<file path="config.mk">
export PLATFORM = sky130hd
export DESIGN_NAME = playback_buffer
export DESIGN_NICKNAME = d
export VERILOG_FILES = /design/src/rtl/playback_pkg.sv /design/src/rtl/tick_timer.sv /design/src/rtl/playback_buffer.sv
export SDC_FILE = /design/constraint.sdc
export NUM_CORES = 1
export LEC_CHECK = 0
export CORE_AREA = 8 8 137 139
export DETAILED_ROUTE_END_ITERATION = 6
export DIE_AREA = 0 0 145 147
export PLACE_DENSITY = 0.67
export RECOVER_POWER = 100
export SLEW_MARGIN = 30
export SYNTH_ARGS = -nofsm -noshare
export SYNTH_HDL_FRONTEND = slang
export SYNTH_SLANG_ARGS = --single-unit
</file>
<file path="constraint.sdc">
create_clock -name clk -period 3.5 [get_ports clk]
set_input_delay 0.7 -clock clk [delete_from_list [all_inputs] [get_ports clk]]
set_output_delay 0.7 -clock clk [all_outputs]
set_load 0.1 [all_outputs]
</file>
<file path="src/rtl/playback_pkg.sv">
// Shared defaults for the record/playback datapath so the buffer and controller
// agree on sample width, FIFO depth and tick period.
package playback_pkg;

   localparam int WIDTH_DEF       = 32'd8;
   localparam int DEPTH_DEF       = 32'd16;
   localparam int TICK_CYCLES_DEF = 32'd50_000_000;

   // Encoded as {push, pop} so the top can cast the two qualifiers directly.
   typedef enum logic [1:0] {
      OP_HOLD = 2'b00,
      OP_POP  = 2'b01,
      OP_PUSH = 2'b10,
      OP_BOTH = 2'b11
   } fifo_op_e;

endpackage

</file>
<file path="src/rtl/tick_timer.sv">
// Free-running playback tick: one-cycle pulse every TICK_CYCLES clocks while
// timer_enable is held; counter clears as soon as the enable drops.
module tick_timer
   import playback_pkg::*;
#(
   parameter int TICK_CYCLES = TICK_CYCLES_DEF
) (
   input  logic clk,
   input  logic reset,
   input  logic timer_enable,
   output logic timer
);

   localparam int CW = (TICK_CYCLES > 2) ? $clog2(TICK_CYCLES) : 1;

   logic [CW-1:0] cnt_r;

   // Counter and registered tick pulse.
   always_ff @(posedge clk or negedge reset) begin
      if (!reset) begin
         cnt_r <= '0;
         timer <= 1'b0;
      end else if (!timer_enable) begin
         cnt_r <= '0;
         timer <= 1'b0;
      end else if (cnt_r == CW'(TICK_CYCLES - 1)) begin
         cnt_r <= '0;
         timer <= 1'b1;
      end else begin
         cnt_r <= cnt_r + CW'(1);
         timer <= 1'b0;
      end
   end

endmodule

</file>
<file path="src/rtl/playback_buffer.sv">
// Circular sample FIFO for record/playback: pushes on write_enable, releases
// one sample per playback tick while read_enable is high.
module playback_buffer
   import playback_pkg::*;
#(
   parameter int WIDTH       = WIDTH_DEF,
   parameter int DEPTH       = DEPTH_DEF,
   parameter int TICK_CYCLES = TICK_CYCLES_DEF
) (
   input  logic                       clk,
   input  logic                       reset,
   input  logic                       write_enable,
   input  logic [WIDTH-1:0]           data_in,
   input  logic                       read_enable,
   input  logic                       timer_enable,
   output logic                       timer,
   output logic [WIDTH-1:0]           data_out,
   output logic                       data_valid,
   output logic                       empty,
   output logic                       full,
   output logic [$clog2(DEPTH+1)-1:0] count
);

   localparam int AW = $clog2(DEPTH);
   localparam int CW = $clog2(DEPTH + 1);

   logic [WIDTH-1:0] mem_r [DEPTH];
   logic [AW-1:0]    wr_ptr_r;
   logic [AW-1:0]    rd_ptr_r;
   logic [CW-1:0]    count_r;
   logic             push_s;
   logic             pop_s;
   fifo_op_e         op_s;

   tick_timer #(
      .TICK_CYCLES (TICK_CYCLES)
   ) u_tick_timer (
      .clk          (clk),
      .reset        (reset),
      .timer_enable (timer_enable),
      .timer        (timer)
   );

   assign empty = (count_r == CW'(0));
   assign full  = (count_r == CW'(DEPTH));
   assign count = count_r;

   // Qualify requests against registered status, so an empty FIFO never
   // falls through and a full FIFO never accepts a push in the pop cycle.
   always_comb begin
      push_s = write_enable & ~full;
      pop_s  = read_enable & timer & ~empty;
      op_s   = fifo_op_e'({push_s, pop_s});
   end

   // Sample storage; contents survive reset.
   always_ff @(posedge clk) begin
      if (push_s) begin
         mem_r[wr_ptr_r] <= data_in;
      end
   end

   // Pointers and occupancy; power-of-two depth lets pointers wrap naturally.
   always_ff @(posedge clk or negedge reset) begin
      if (!reset) begin
         wr_ptr_r <= '0;
         rd_ptr_r <= '0;
         count_r  <= '0;
      end else begin
         case (op_s)
            OP_PUSH: begin
               wr_ptr_r <= wr_ptr_r + AW'(1);
               count_r  <= count_r + CW'(1);
            end
            OP_POP: begin
               rd_ptr_r <= rd_ptr_r + AW'(1);
               count_r  <= count_r - CW'(1);
            end
            OP_BOTH: begin
               wr_ptr_r <= wr_ptr_r + AW'(1);
               rd_ptr_r <= rd_ptr_r + AW'(1);
            end
            default: begin
               count_r <= count_r;
            end
         endcase
      end
   end

   // Output sample register with one-cycle valid strobe.
   always_ff @(posedge clk or negedge reset) begin
      if (!reset) begin
         data_out   <= '0;
         data_valid <= 1'b0;
      end else if (pop_s) begin
         data_out   <= mem_r[rd_ptr_r];
         data_valid <= 1'b1;
      end else begin
         data_valid <= 1'b0;
      end
   end

endmodule
</file>
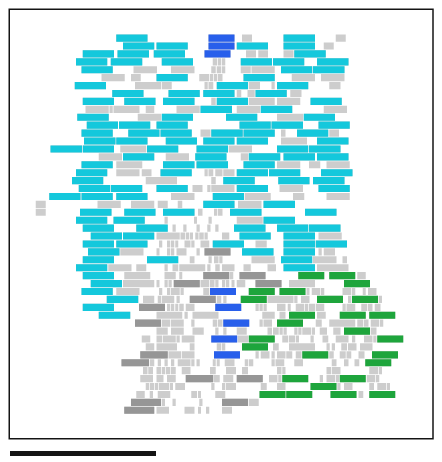
Fig. 1. Sequential cells colored by netlist name.
The bar under the picture is 50 um long. Other sequential cells in the stronger gray, the rest of the logic in the fainter gray.
name in the netlist	color	placed flops
data_out	blue	8
mem_r	cyan	128
u_tick_timer.cnt_r	green	26
not colored	15
Finished Core Util: 0.507
Seq/total area: 0.598
P_seq: 0.00258 W

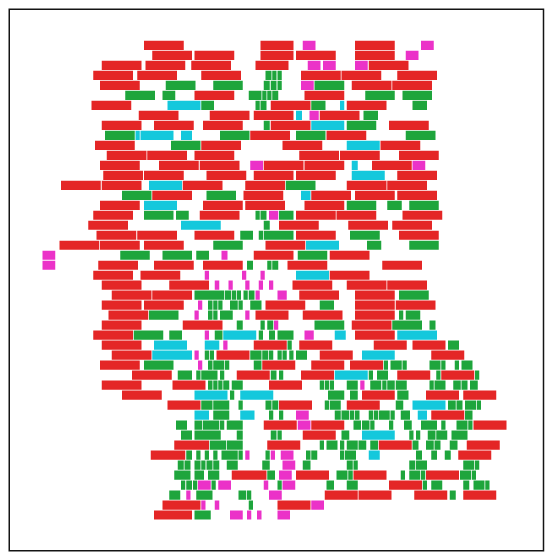
Fig. 2. Cell classes on the final placement.
class	color	cells
clock drivers and dummy loads	cyan	32
remaining logic cells	green	264
registers	red	177
remaining buffers and delay cells	magenta	54

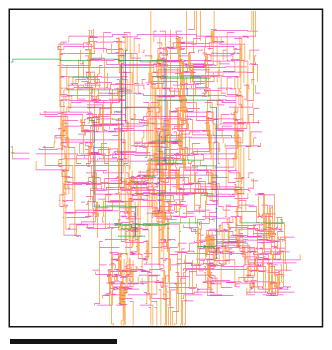
Fig. 3. Routed metal, one color a layer.
The bar under the picture is 50 um long.
layer	color	wire length
M2	orange	6870 um
M3	green	537 um
M1	magenta	5910 um
M4	blue	300 um
Vias: 3878
Routed Wire Length: 13600 um
gr usage total: 0.134
Wirelength per Cell: 18.1 um

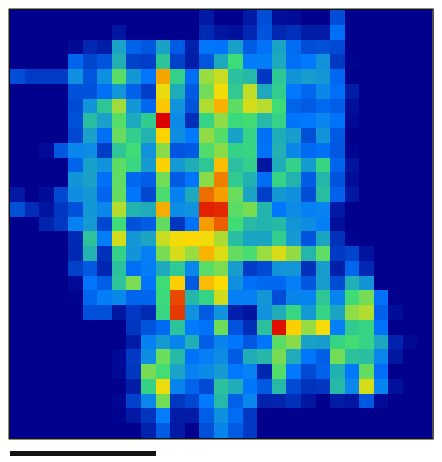
Fig. 4. Wiring heat map.
The bar under the picture is 50 um long. The die is cut into 29 by 29 equal tiles; dark blue is low, red is high, scaled to the fullest tile. Values are wire area over tile area, all layers added.
densest ninth of the die	middle
mean over tiles	0.10
fullest tile	0.48
tiles over half the peak	12%
emptiest ninth of the die	bottom left

==> deck_impl_summary.md <==
Key Metrics from the Run

Run status
  – Status: finished, violations left
  – Violated checks: max-capacitance violations, max-slew violations

Yosys
  – YS chip area: between 7000 and 8000 um2
  – Syn Area/Cell: roughly 16 um2
  – Synthesized registers: 177
  – Logic family by area: multiplexers
  – Yosys top cell by area: edfxtp_1
  – Synthesized cell area: 7370 um2
  – AND/OR/NAND/NOR Cells, Area Fraction: 0.0861
  – Top cells by area: edfxtp_1 (52%), dfrtp_1 (17%), mux4_2 (9.8%), nor2_1 (2.3%), ha_1 (2.0%)
  – AO/OA Area Share: 0.0189
  – Main flop type: edfxtp_1
  – XOR Share, Synth: 0.0404
  – Area leader share: 0.522
  – Synth warn: 0
  – Distinct lib cells: 36
  – Sequential area share after synthesis: 0.688
  – Synth async-reset ratio: 0.277
  – Syn_nets: between 400 and 500
  – Synth mux share: 0.122
  – Post-synth EDFFs: 128
  – Adder Area Share: 0.0231
  – Cell count after synthesis: roughly 460
  – Ys cells: 462

Layout
  – Final Instance Area: 8500 um2
  – ClkCell Share: 0.0715
  – Nets: 540
  – Seq cells: between 150 and 200
  – Layout area overhead: 15.4%
  – Comb_multi_in: 253
  – Max-area cell class: registers
  – ANT cells: 0
  – Buffers, non-clock: between 50 and 60
  – Non-Filler Instances: 752
  – Top Layout Cells: edfxtp_1 (128), nor2_1 (45), dfrtp_1 (44)
  – Most common logic cell in the routed design: edfxtp_1
  – Inverters: 11
  – Logic share of the area: 0.250
  – Fillers: 1385
  – Clock buffers: 18
  – Non-clk buf share: 0.0427
  – FF+latch area: just over 5000 um2

CTS
  – Clock slew at reported path FFs: 0.06 ns
  – CTS tree: yes
  – H-Tree Depth: 4
  – Number of buffers added for setup after CTS: 0
  – Root Buffer: clkbuf_16
  – CTS Buf Count: 17
  – Resized Gates After CTS: 0
  – Latency at later pin: 0.42 ns
  – Post-CTS Hold Fix Bufs: 0
  – Clk sink count: approximately 180
  – Longest Clk Path Bufs: 2

Final timing
  – Final setup fails: 0
  – Final Max Tran Viols: 61
  – Setup ws final: 0.413 ns
  – Crit path time final: about 3.1 ns
  – Worst Clk Skew: a little under 0.009 ns
  – RSZ-0062 raised after global routing: no
  – Hold Vio Cnt, Final: 0
  – Relative slew margins: -0.318
  – Setup tns final: 0 ns
  – Fmax: 324 MHz
  – Final hold slack: around 0.48 ns
  – Worst-margin pin slew: just under 2 ns

Min path
  – Worst Hold Class: reg -> reg
  – Hold Path Origin: data_out[5]
  – WHS Endpoint: data_out[5]
  – Worst hold path stage count: 2

Worst setup path
  – CP cell instances: nor4_2 > nand2_1 > and2_0 > inv_1 > ha_1 > inv_1 > fa_1 > nor2b_1 > o21ai_0 > nand3_1 > or3b_2 > xnor2_1
  – Worst reg2reg endpoint: count[4]
  – Worst reg2reg startpoint: count[1]
  – Worst setup path end: count[4]
  – Req. time, crit path: between 3 and 4 ns
  – Slowest cell on the critical path: dfrtp_4
  – Crit path buffers/inverters: 2
  – Most used cell, CP: inv_1
  – Crit path launch: count[1]
  – Reg2reg path depth: 12
  – Crit Path Max Fanout: 7
  – Levels on crit path: 12
  – Crit start category: register
  – Crit Path Class: reg -> reg
  – Max incr delay on CP: roughly 0.50 ns
  – CP endpoint kind: register
  – FF-to-FF setup slack: roughly 0.41 ns
  – Crit path max-delay family: simple AND/OR/NAND/NOR gates
  – CP Data Arrival Time: 3.39 ns

Power
  – Tot Pwr: roughly 0.0053 W
  – Comb power: ~0.00074 W
  – Net Sw Frac: 0.277
  – Net Sw Power: ~0.0015 W
  – Comb pwr share: 0.142
  – Power per standard cell area: just over 600 nW/um2
  – Register share of total power: 0.492
  – VDD IR max: ~0.00034 V
  – Clk pwr share: 0.367
  – Clock Power: 0.00193 W
  – Top pwr grp: registers
  – Leak: 2.98 nW

GRT
  – First-pass GRT wire length: ~22000 um
  – GRT met1 Usage: 0.168
  – Overflow after GRT: 0
  – Initial antenna violation count: 0
  – Largest net degree at the start of global routing: 35
  – Vias in the first global route: about 4000
  – GR Util met3: 0.0249
  – GRT Max-Usage Layer: met2

Routing
  – Met2 routed WL: around 7000 um
  – M1 WL: a little under 6000 um
  – Met3 wire len: about 540 um
  – Drt drc: 0
  – Iter 0 DRT Violations: around 280
  – Vias/cell: around 5.2
  – DR top layer: met4
  – TritonRoute pass-1 iters: 5
  – Antenna viol nets, final: 0

Floorplanning
  – Rows: approximately 48
  – Tapcell Cnt: approximately 230
  – Ports: 30
  – Die area: between 20000 and 25000 um2
  – Core Region: ~17000 um2
  – Die span in x: approximately 150 um
  – DIE HEIGHT: between 100 and 150 um
  – Initial Util: 0.440

Placed design
  – Setup WS pre-CTS: between 0.15 and 0.2 ns
  – Post-DP HPWL: ~9000 um
  – Post-DP Area: roughly 8000 um2
  – Port Buf Inserts: 29
  – Placed cell count: 720
  – Placer congestion estimate: roughly 0.73

Job
  – Tool warnings: 31
  – # Max-Cap Violations: 2
-- flip-flops by register name, summed over array words and instances (netlist names) --
register            count
data_out                8
u_tick_timer.timer      1
rd_ptr_r                4
data_valid              1
count                   5
wr_ptr_r                4
mem_r                 128
u_tick_timer.cnt_r     26
-- synthesized netlist by cell type (4+ instances only) --
library cell / number
dfrtp_1: 49
mux4_2: 32
nand4_1: 8
mux2i_1: 8
and3_1: 6
o21ai_0: 21
nand2_1: 35
xnor2_1: 17
and2_1: 5
edfxtp_1: 128
buf_2: 8
xor2_1: 17
nor2_1: 45
nor3_1: 4
ha_1: 12
inv_1: 11
clkbuf_1: 7
nand3_1: 14
mux2_2: 9
Power figures rest on the tool's default switching activity, not on a simulated workload.
